**src/rtl/ppu_pkg.sv**
```systemverilog
// Shared constants, types and pixel helpers for the PPU scanline renderer.
// Define PPU_LINE_RENDERER_PAL_EN to add the per-glyph palette stage.
package ppu_pkg;

  localparam int LINE_PIXELS = 512;
  localparam int GLYPH_W     = 8;
  localparam int GLYPH_H     = 8;
  localparam int MAP_COLS    = 64;

  localparam int CHAR_AW  = 12;
  localparam int GDATA_AW = 12;
  localparam int LINE_AW  = 10;
  localparam int PAL_AW   = 10;
  localparam int X_W      = 9;

`ifdef PPU_LINE_RENDERER_PAL_EN
  localparam int PIPE_DEPTH = 3;
`else
  localparam int PIPE_DEPTH = 2;
`endif

  typedef logic [7:0] rgb332_t;
  typedef logic [1:0] pix_idx_t;

  typedef enum logic [1:0] {
    IDLE,
    FETCH,
    DRAIN
  } render_state_t;

  // Leftmost pixel of a glyph byte lives in the MSB pair.
  function automatic pix_idx_t pix_select(input logic [7:0] pixels, input logic [1:0] sel);
    case (sel)
      2'd0:    pix_select = pixels[7:6];
      2'd1:    pix_select = pixels[5:4];
      2'd2:    pix_select = pixels[3:2];
      default: pix_select = pixels[1:0];
    endcase
  endfunction

  function automatic rgb332_t grey_ramp(input pix_idx_t idx);
    grey_ramp = {idx, idx, idx, idx};
  endfunction

endpackage

```
**src/rtl/ppu_render_pipe.sv**
```systemverilog
// Valid/x/glyph shift registers that follow each issued pixel through the RAM reads.
// With PPU_LINE_RENDERER_PAL_EN the pipe is one stage deeper and carries the glyph index.
module ppu_render_pipe
  import ppu_pkg::*;
(
  input  logic           clk,
  input  logic           rst,
  input  logic           i_issue,
  input  logic [X_W-1:0] i_x,
`ifdef PPU_LINE_RENDERER_PAL_EN
  input  logic [7:0]     i_glyph,
  output logic           o_v2,
  output logic [7:0]     o_glyph2,
`endif
  output logic           o_v1,
  output logic           o_x1_half,
  output logic [1:0]     o_x2_sel,
  output logic           o_vlast,
  output logic [X_W-1:0] o_xlast
);

  logic           r_valid [1:PIPE_DEPTH];
  logic [X_W-1:0] r_x     [1:PIPE_DEPTH];

  always_ff @(posedge clk) begin
    if (rst) begin
      r_valid[1] <= 1'b0;
    end else begin
      r_valid[1] <= i_issue;
    end
    r_x[1] <= i_x;
  end

  genvar gi;
  generate
    for (gi = 2; gi <= PIPE_DEPTH; gi++) begin : g_stage
      always_ff @(posedge clk) begin
        if (rst) begin
          r_valid[gi] <= 1'b0;
        end else begin
          r_valid[gi] <= r_valid[gi-1];
        end
        r_x[gi] <= r_x[gi-1];
      end
    end
  endgenerate

`ifdef PPU_LINE_RENDERER_PAL_EN
  // Glyph index arrives from char RAM during stage 1 and is needed for the palette address.
  logic [7:0] r_glyph2;

  always_ff @(posedge clk) begin
    r_glyph2 <= i_glyph;
  end

  assign o_v2     = r_valid[2];
  assign o_glyph2 = r_glyph2;
`endif

  assign o_v1      = r_valid[1];
  assign o_x1_half = r_x[1][2];
  assign o_x2_sel  = r_x[2][1:0];
  assign o_vlast   = r_valid[PIPE_DEPTH];
  assign o_xlast   = r_x[PIPE_DEPTH];

endmodule

```
**src/rtl/ppu_line_renderer.sv**
```systemverilog
// Renders one 512-pixel line of the 64x64 character map into the idle line RAM bank.
// Define PPU_LINE_RENDERER_PAL_EN for per-glyph palettes instead of the grey ramp.
module ppu_line_renderer
  import ppu_pkg::*;
(
  input  logic                clk,
  input  logic                rst,
  input  logic                line_start,
  input  logic [8:0]          line_y,
  input  logic                bank,
  output logic                busy,
  output logic                done,
  output logic                overrun,
  output logic [CHAR_AW-1:0]  char_addr,
  input  logic [7:0]          char_data,
  output logic [GDATA_AW-1:0] gdata_addr,
  input  logic [7:0]          gdata_data,
`ifdef PPU_LINE_RENDERER_PAL_EN
  output logic [PAL_AW-1:0]   pal_addr,
  input  logic [7:0]          pal_data,
`endif
  output logic                line_we,
  output logic [LINE_AW-1:0]  line_addr,
  output logic [7:0]          line_wdata
);

  localparam logic [X_W-1:0] X_LAST = X_W'(LINE_PIXELS - 1);

  render_state_t      r_state;
  logic [X_W-1:0]     r_x;
  logic [8:0]         r_y_l;
  logic               r_bank_l;
  logic               r_busy;
  logic               r_done;
  logic               r_overrun;
  logic               r_line_we;
  logic [LINE_AW-1:0] r_line_addr;
  rgb332_t            r_line_wdata;

  logic               w_issue;
  logic               w_accept;
  logic               w_v1;
  logic               w_x1_half;
  logic [1:0]         w_x2_sel;
  logic               w_vlast;
  logic [X_W-1:0]     w_xlast;
  pix_idx_t           w_idx;
  rgb332_t            w_colour;

  assign w_issue = (r_state == FETCH);
  // r_done is only ever high in the last DRAIN cycle, so a start there chains lines.
  assign w_accept = line_start && ((r_state == IDLE) || r_done);

  always_ff @(posedge clk) begin
    if (rst) begin
      r_state   <= IDLE;
      r_x       <= '0;
      r_y_l     <= '0;
      r_bank_l  <= 1'b0;
      r_busy    <= 1'b0;
      r_overrun <= 1'b0;
    end else begin
      r_overrun <= line_start && !w_accept;
      if (w_accept) begin
        r_state  <= FETCH;
        r_x      <= '0;
        r_y_l    <= line_y;
        r_bank_l <= bank;
        r_busy   <= 1'b1;
      end else begin
        case (r_state)
          FETCH: begin
            if (r_x == X_LAST) begin
              r_state <= DRAIN;
              r_x     <= '0;
            end else begin
              r_x <= r_x + 1'b1;
            end
          end
          DRAIN: begin
            if (r_done) begin
              r_state <= IDLE;
              r_busy  <= 1'b0;
            end
          end
          default: begin
            r_state <= IDLE;
          end
        endcase
      end
    end
  end

`ifdef PPU_LINE_RENDERER_PAL_EN
  logic       w_v2;
  logic [7:0] w_glyph2;

  ppu_render_pipe u_pipe (
    .clk       (clk),
    .rst       (rst),
    .i_issue   (w_issue),
    .i_x       (r_x),
    .i_glyph   (char_data),
    .o_v2      (w_v2),
    .o_glyph2  (w_glyph2),
    .o_v1      (w_v1),
    .o_x1_half (w_x1_half),
    .o_x2_sel  (w_x2_sel),
    .o_vlast   (w_vlast),
    .o_xlast   (w_xlast)
  );

  assign pal_addr = w_v2 ? {w_glyph2, w_idx} : '0;
  assign w_colour = pal_data;
`else
  ppu_render_pipe u_pipe (
    .clk       (clk),
    .rst       (rst),
    .i_issue   (w_issue),
    .i_x       (r_x),
    .o_v1      (w_v1),
    .o_x1_half (w_x1_half),
    .o_x2_sel  (w_x2_sel),
    .o_vlast   (w_vlast),
    .o_xlast   (w_xlast)
  );

  assign w_colour = grey_ramp(w_idx);
`endif

  assign char_addr  = w_issue ? {r_y_l[8:3], r_x[8:3]} : '0;
  assign gdata_addr = w_v1 ? {char_data, r_y_l[2:0], w_x1_half} : '0;
  assign w_idx      = pix_select(gdata_data, w_x2_sel);

  always_ff @(posedge clk) begin
    if (rst) begin
      r_line_we    <= 1'b0;
      r_line_addr  <= '0;
      r_line_wdata <= '0;
      r_done       <= 1'b0;
    end else begin
      r_line_we <= w_vlast;
      if (w_vlast) begin
        r_line_addr  <= {r_bank_l, w_xlast};
        r_line_wdata <= w_colour;
      end
      r_done <= r_line_we && (r_line_addr[X_W-1:0] == X_LAST);
    end
  end

  assign busy       = r_busy;
  assign done       = r_done;
  assign overrun    = r_overrun;
  assign line_we    = r_line_we;
  assign line_addr  = r_line_addr;
  assign line_wdata = r_line_wdata;

endmodule

```
**config.mk**
```make
export PLATFORM = sky130hd
export DESIGN_NAME = ppu_line_renderer
export DESIGN_NICKNAME = d
export VERILOG_FILES = /design/src/rtl/ppu_pkg.sv /design/src/rtl/ppu_render_pipe.sv /design/src/rtl/ppu_line_renderer.sv
export SDC_FILE = /design/constraint.sdc
export NUM_CORES = 1
export LEC_CHECK = 0
export CORE_ASPECT_RATIO = 1.4
export CORE_UTILIZATION = 42
export CTS_BUF_LIST = sky130_fd_sc_hd__clkbuf_8
export CTS_CLUSTER_DIAMETER = 40
export CTS_CLUSTER_SIZE = 14
export DETAILED_ROUTE_END_ITERATION = 8
export PLACE_DENSITY = 0.78
export SYNTH_ARGS = -nofsm -noshare
export SYNTH_HDL_FRONTEND = slang
export SYNTH_HIERARCHICAL = 1
export SYNTH_SLANG_ARGS = --single-unit
export TNS_END_PERCENT = 10
```
**constraint.sdc**
```tcl
create_clock -name clk -period 1.6 [get_ports clk]
set_clock_uncertainty 0.05 [all_clocks]
set_input_delay 0.32 -clock clk [delete_from_list [all_inputs] [get_ports clk]]
set_output_delay 0.32 -clock clk [all_outputs]
set_load 0.02 [all_outputs]
```
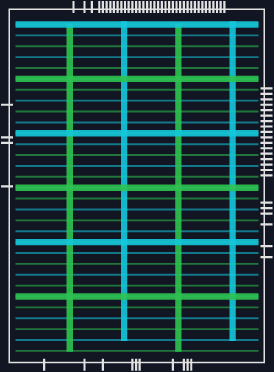
Fig. 1. Floorplan with the power grid (run 1).
Scale: 4 px per um. Pins as bars on the die edge.
VDD -> cyan
VSS -> green
signal pins = 75
met5 straps = 6

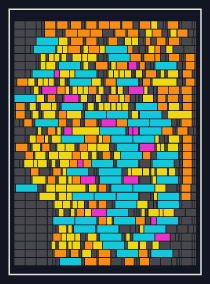
Fig. 2. Cell classes on the final placement (run 1).
Scale: 3 px per um. Fill, decap, tap and diode cells in gray.
clock drivers and dummy loads -> magenta  # cells 16
sequential cells -> cyan  # cells 57
combinational and other logic -> yellow  # cells 146
remaining buffers and delay cells -> orange  # cells 107

==> summary.txt, run 1 <==
impl run done, here's what came out: outcome complete, no violations, Seq pwr share 50.9%, synthesized area 2220 sq um, routed wire length per instance 13.5 um, total grt overflow 0, Worst Setup SP r_state[1]$_SDFFE_PP0P_, buffers added on ports 74, slew margin rel. 78.3%, cell accounting for the most synthesized area dfxtp_1, Main logic family simple AND/OR/NAND/NOR gates, gpl congestion 0.849, die area 5570 sq um, max-slew violations 0, critical path data required time 1.23 ns, most frequent cells after synthesis 57 x dfxtp_1, 22 x and2_1, 18 x a21oi_1, 18 x nor2_1, 14 x mux2i_1, worst-path cell chain nand2b_4 > inv_4 > buf_6 > and2_4 > buf_6, R2R Setup Slk 0.02 ns, final core utilization 67.7%, Crit. End Element output port, worst-path fanout max 6, Crit Reg-Reg Endpoint r_x[1]$_SDFFE_PP0N_, RSZ-0062 raised after global routing true, Leakage Power 0.00143 uW, Final Hold Viols 0, Mux cell area share 8.36%, HP Class flip-flop to flip-flop
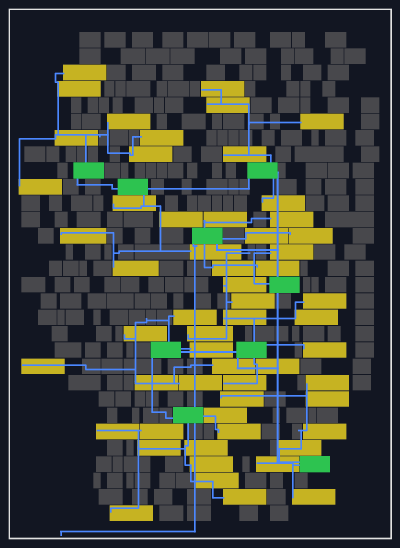
Fig. 3. Clock distribution (run 1).
Scale: 6 px per um.
flip-flops -> yellow  # count 57
clock drivers -> green  # count 9
clock wires -> blue  # length 675 um
routed clock nets = 10

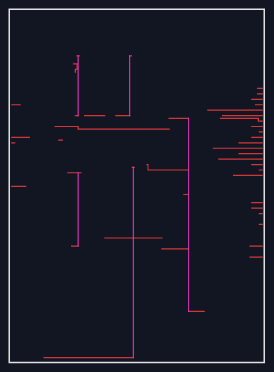
Fig. 4. Routed metal, one color a layer (run 1).
Scale: 4 px per um. Only two layers are drawn.
metal 3 -> red  # wire length 228 um
metal 4 -> magenta  # wire length 144 um

run 1: how the worst min path moves through the flow:
stage	startpoint	endpoint	slack, ns	depth (start not counted)
after global routing	u_pipe/r_x[1][8]$_DFF_P_	u_pipe/r_x[2][8]$_DFF_P_	0.28	0
final	u_pipe/r_x[1][7]$_DFF_P_	u_pipe/r_x[2][7]$_DFF_P_	0.28	0
after detailed placement	u_pipe/r_x[1][1]$_DFF_P_	u_pipe/r_x[2][1]$_DFF_P_	0.26	0
after floorplan	u_pipe/r_x[1][0]$_DFF_P_	u_pipe/r_x[2][0]$_DFF_P_	0.26	0
after global placement	u_pipe/r_x[1][8]$_DFF_P_	u_pipe/r_x[2][8]$_DFF_P_	0.26	0
after CTS	u_pipe/r_x[1][7]$_DFF_P_	u_pipe/r_x[2][7]$_DFF_P_	0.28	0
run 1: layout make-up:
class                   instances  area (sq um)
multi-input cells             142           997
clock buffers                   9           124
fillers                       422          1600
well taps                      64          80.1
clock inverters                 7          38.8
inverters                       4          17.5
repair buffers                107           947
flip-flops and latches         57          1150
run 1: power groups by stage:
stage | registers, uW | clock network, uW | logic (uW)
global placement | 1500 | 0 | 316
CTS | 1470 | 1110 | 318
detailed placement | 1500 | 0 | 319
global route | 1480 | 1190 | 354
finish | 1470 | 1090 | 328
floorplan | 1500 | 0 | 158
run 1: layer usage:
metal	global-route usage [%]	share of wire [%]	vias to the layer above
met5	0	0	-
met4	12.2	2.7	0
met3	5.47	4.3	13
met2	31.5	54	52
met1	21.4	39	885
li1	-	-	962
run 1: what timing repair did:
action | in CTS | in global routing
resized | 121 | 32
pin swaps | 1 | 11
buffers inserted | 0 | 1
hold buffers | 0 | 0
setup endpoints to repair | 54 | 35
run 1: cells by family after synthesis:
| group | count (synthesis) |
|---|---|
| and+or+nand+nor | 78 |
| buffers and inverters | 27 |
| muxes | 16 |
| AOI/OAI and AO/OA | 43 |
| DFF | 57 |
| xor gates and xnor gates | 2 |
| adders and majority gates | 3 |
run 1: layout by cell type, fill, tap and decap left out, drive strengths merged, types with 4 or more instances in the layout:
master          n
a21oi          18
and2           22
buf            45
clkbuf         15
clkdlybuf4s15   4
clkdlybuf4s50  28
clkinv          4
dfxtp          57
dlygate4sd2    24
inv             5
mux2i          14
nand2           6
nand3          12
nor2           18
o21ai          13
o31ai           4
or4             4
run 1: registers in the layout, summed over array words and instances (netlist names):
register        cells
r_x                 9
u_pipe/r_valid      2
line_wdata          2
r_y_l               9
u_pipe/r_x         18
busy                1
overrun             1
line_addr          10
done                1
r_bank_l            1
r_state             2
line_we             1
run 1: stage by stage:
stage	std cells	setup slack, ns
finish	390	0.00587
global route	390	-0.0714
CTS	389	-0.0113
detailed placement	373	-0.277
global placement	373	-0.253
floorplan	226	0.00991
==> run 1 -> run 2 <==
Settings changed: CORE_MARGIN from default to 1.5.
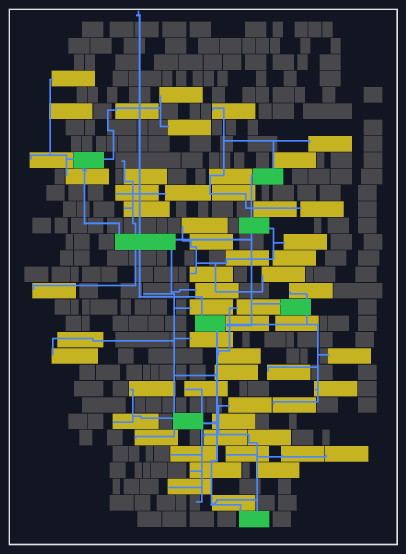
Fig. 5. Clock distribution (run 2).
Scale: 6 px per um.
clock wires -> blue  # length 667 um
clock drivers -> green  # count 9
flip-flops -> yellow  # count 57
routed clock nets = 10

==> run 2 against run 1 <==
  * The flow now finishes with violations (negative setup slack)
  * Highest routed layer unchanged
  * Cell count is 1.3% lower
  * Die size is 2.7% higher
  * Critical path depth is 3 higher
  * Critical path type is now flip-flop to flip-flop
==> summary.txt, run 2 <==
impl run done, here's what came out: gpl congestion 0.810, most frequent cells after synthesis 57 x dfxtp_1, 22 x and2_1, 18 x a21oi_1, 18 x nor2_1, 14 x mux2i_1, outcome finished, violations left, Hold Path Stages 0, dominant logic cell type in the layout dfxtp_1, Finished Layout Cells 385, die area 5730 sq um, synthesized area 2220 sq um, Crit. End Element flip-flop, buffers added on ports 74, Worst Slack Setup Final -0.0158 ns, Seq pwr share 46.0%, slew margin rel. 77.3%, placed cells 367, most frequent cells in the layout 48 x dfxtp_1, 28 x clkdlybuf4s50_1, 26 x buf_4, 22 x dlygate4sd2_1, endpoints failing setup 2, Mux cell area share 8.36%, # fillers 434, max-slew violations 0, failing checks negative setup slack, R2R Setup Slk -0.02 ns, Crit Reg-Reg Endpoint r_x[0]$_SDFFE_PP0N_, pre-CTS setup slack -0.273 ns, worst-path fanout max 2, largest reg by FF count u_pipe/r_x, Main logic family simple AND/OR/NAND/NOR gates, Final Hold Viols 0, total grt overflow 0, HP Class flip-flop to flip-flop, RSZ-0062 raised after global routing true, final core utilization 65.4%, max reg flops 18
[run 2: cell counts after synthesis]
Identical to the previous run, type by type.
[run 2: cells by family after synthesis]
family / after synthesis
adders and majority gates: 3
muxes: 16
and+or+nand+nor: 78
xor gates and xnor gates: 2
AOI/OAI and AO/OA: 43
DFF: 57
buffers and inverters: 27
[run 2: worst max path at each step]
stage	from	endpoint	slack, ns	cells past startpoint
floorplan	r_x[0]$_SDFFE_PP0N_	r_x[2]$_SDFFE_PP0N_	0.01	7
global placement	char_data[0]	gdata_addr[4]	-0.25	3
detailed placement	char_data[2]	gdata_addr[6]	-0.27	3
CTS	r_state[0]$_SDFFE_PP0P_	char_addr[2]	-0.13	4
global route	r_x[7]$_SDFFE_PP0N_	r_x[0]$_SDFFE_PP0N_	-0.07	7
finish	r_x[1]$_SDFFE_PP0N_	r_x[0]$_SDFFE_PP0N_	-0.02	8
[run 2: power groups by stage]
| stage | sequential (uW) | clock [uW] | combinational (uW) |
|---|---|---|---|
| after floorplan | 1500 | 0 | 158 |
| after global routing | 1480 | 1490 | 354 |
| after global placement | 1500 | 0 | 312 |
| after detailed placement | 1500 | 0 | 319 |
| final | 1480 | 1400 | 329 |
| after CTS | 1470 | 1420 | 317 |
[run 2: what timing repair did]
item / in CTS / in global routing
setup buffers: 1 / 2
pin swaps: 2 / 8
gates resized: 108 / 55
setup endpoints to repair: 49 / 31
[run 2: routing by layer]
| layer | up-vias | share of wire (%) | GRT usage (%) |
|---|---|---|---|
| met5 | - | 0 | 0 |
| met4 | 0 | 3.7 | 11.6 |
| met3 | 17 | 3.4 | 3.78 |
| met2 | 48 | 54 | 31.9 |
| met1 | 920 | 39 | 19.8 |
| li1 | 949 | - | - |
[run 2: cell type report]
cell class | count | area, sq um | share of cell area (%)
Sequential cell | 57 | 1150 | 34.5
Multi-Input combinational cell | 142 | 992 | 29.6
Timing Repair Buffer | 101 | 890 | 26.5
Clock buffer | 13 | 179 | 5.34
Tap cell | 66 | 82.6 | 2.46
Clock inverter | 2 | 35.0 | 1.05
Inverter | 4 | 17.5 | 0.523
[run 2: stage by stage]
step	power (uW)	instance area [sq um]
floorplan	1660	2220
global placement	1810	3090
detailed placement	1820	3090
CTS	3210	3270
global route	3320	3350
finish	3210	3350
[run 2: critical path: stages, from the launching register on]
cell and delay [ns]:
dfxtp_2 0.36, ha_4 0.14, nand3_2 0.09, nor2_4 0.16, buf_4 0.13, ha_1 0.15, mux2i_1 0.11, o21ai_2 0.22
nor2_1 0.08
No activity file was given, so power comes from the tool's default toggle rates.
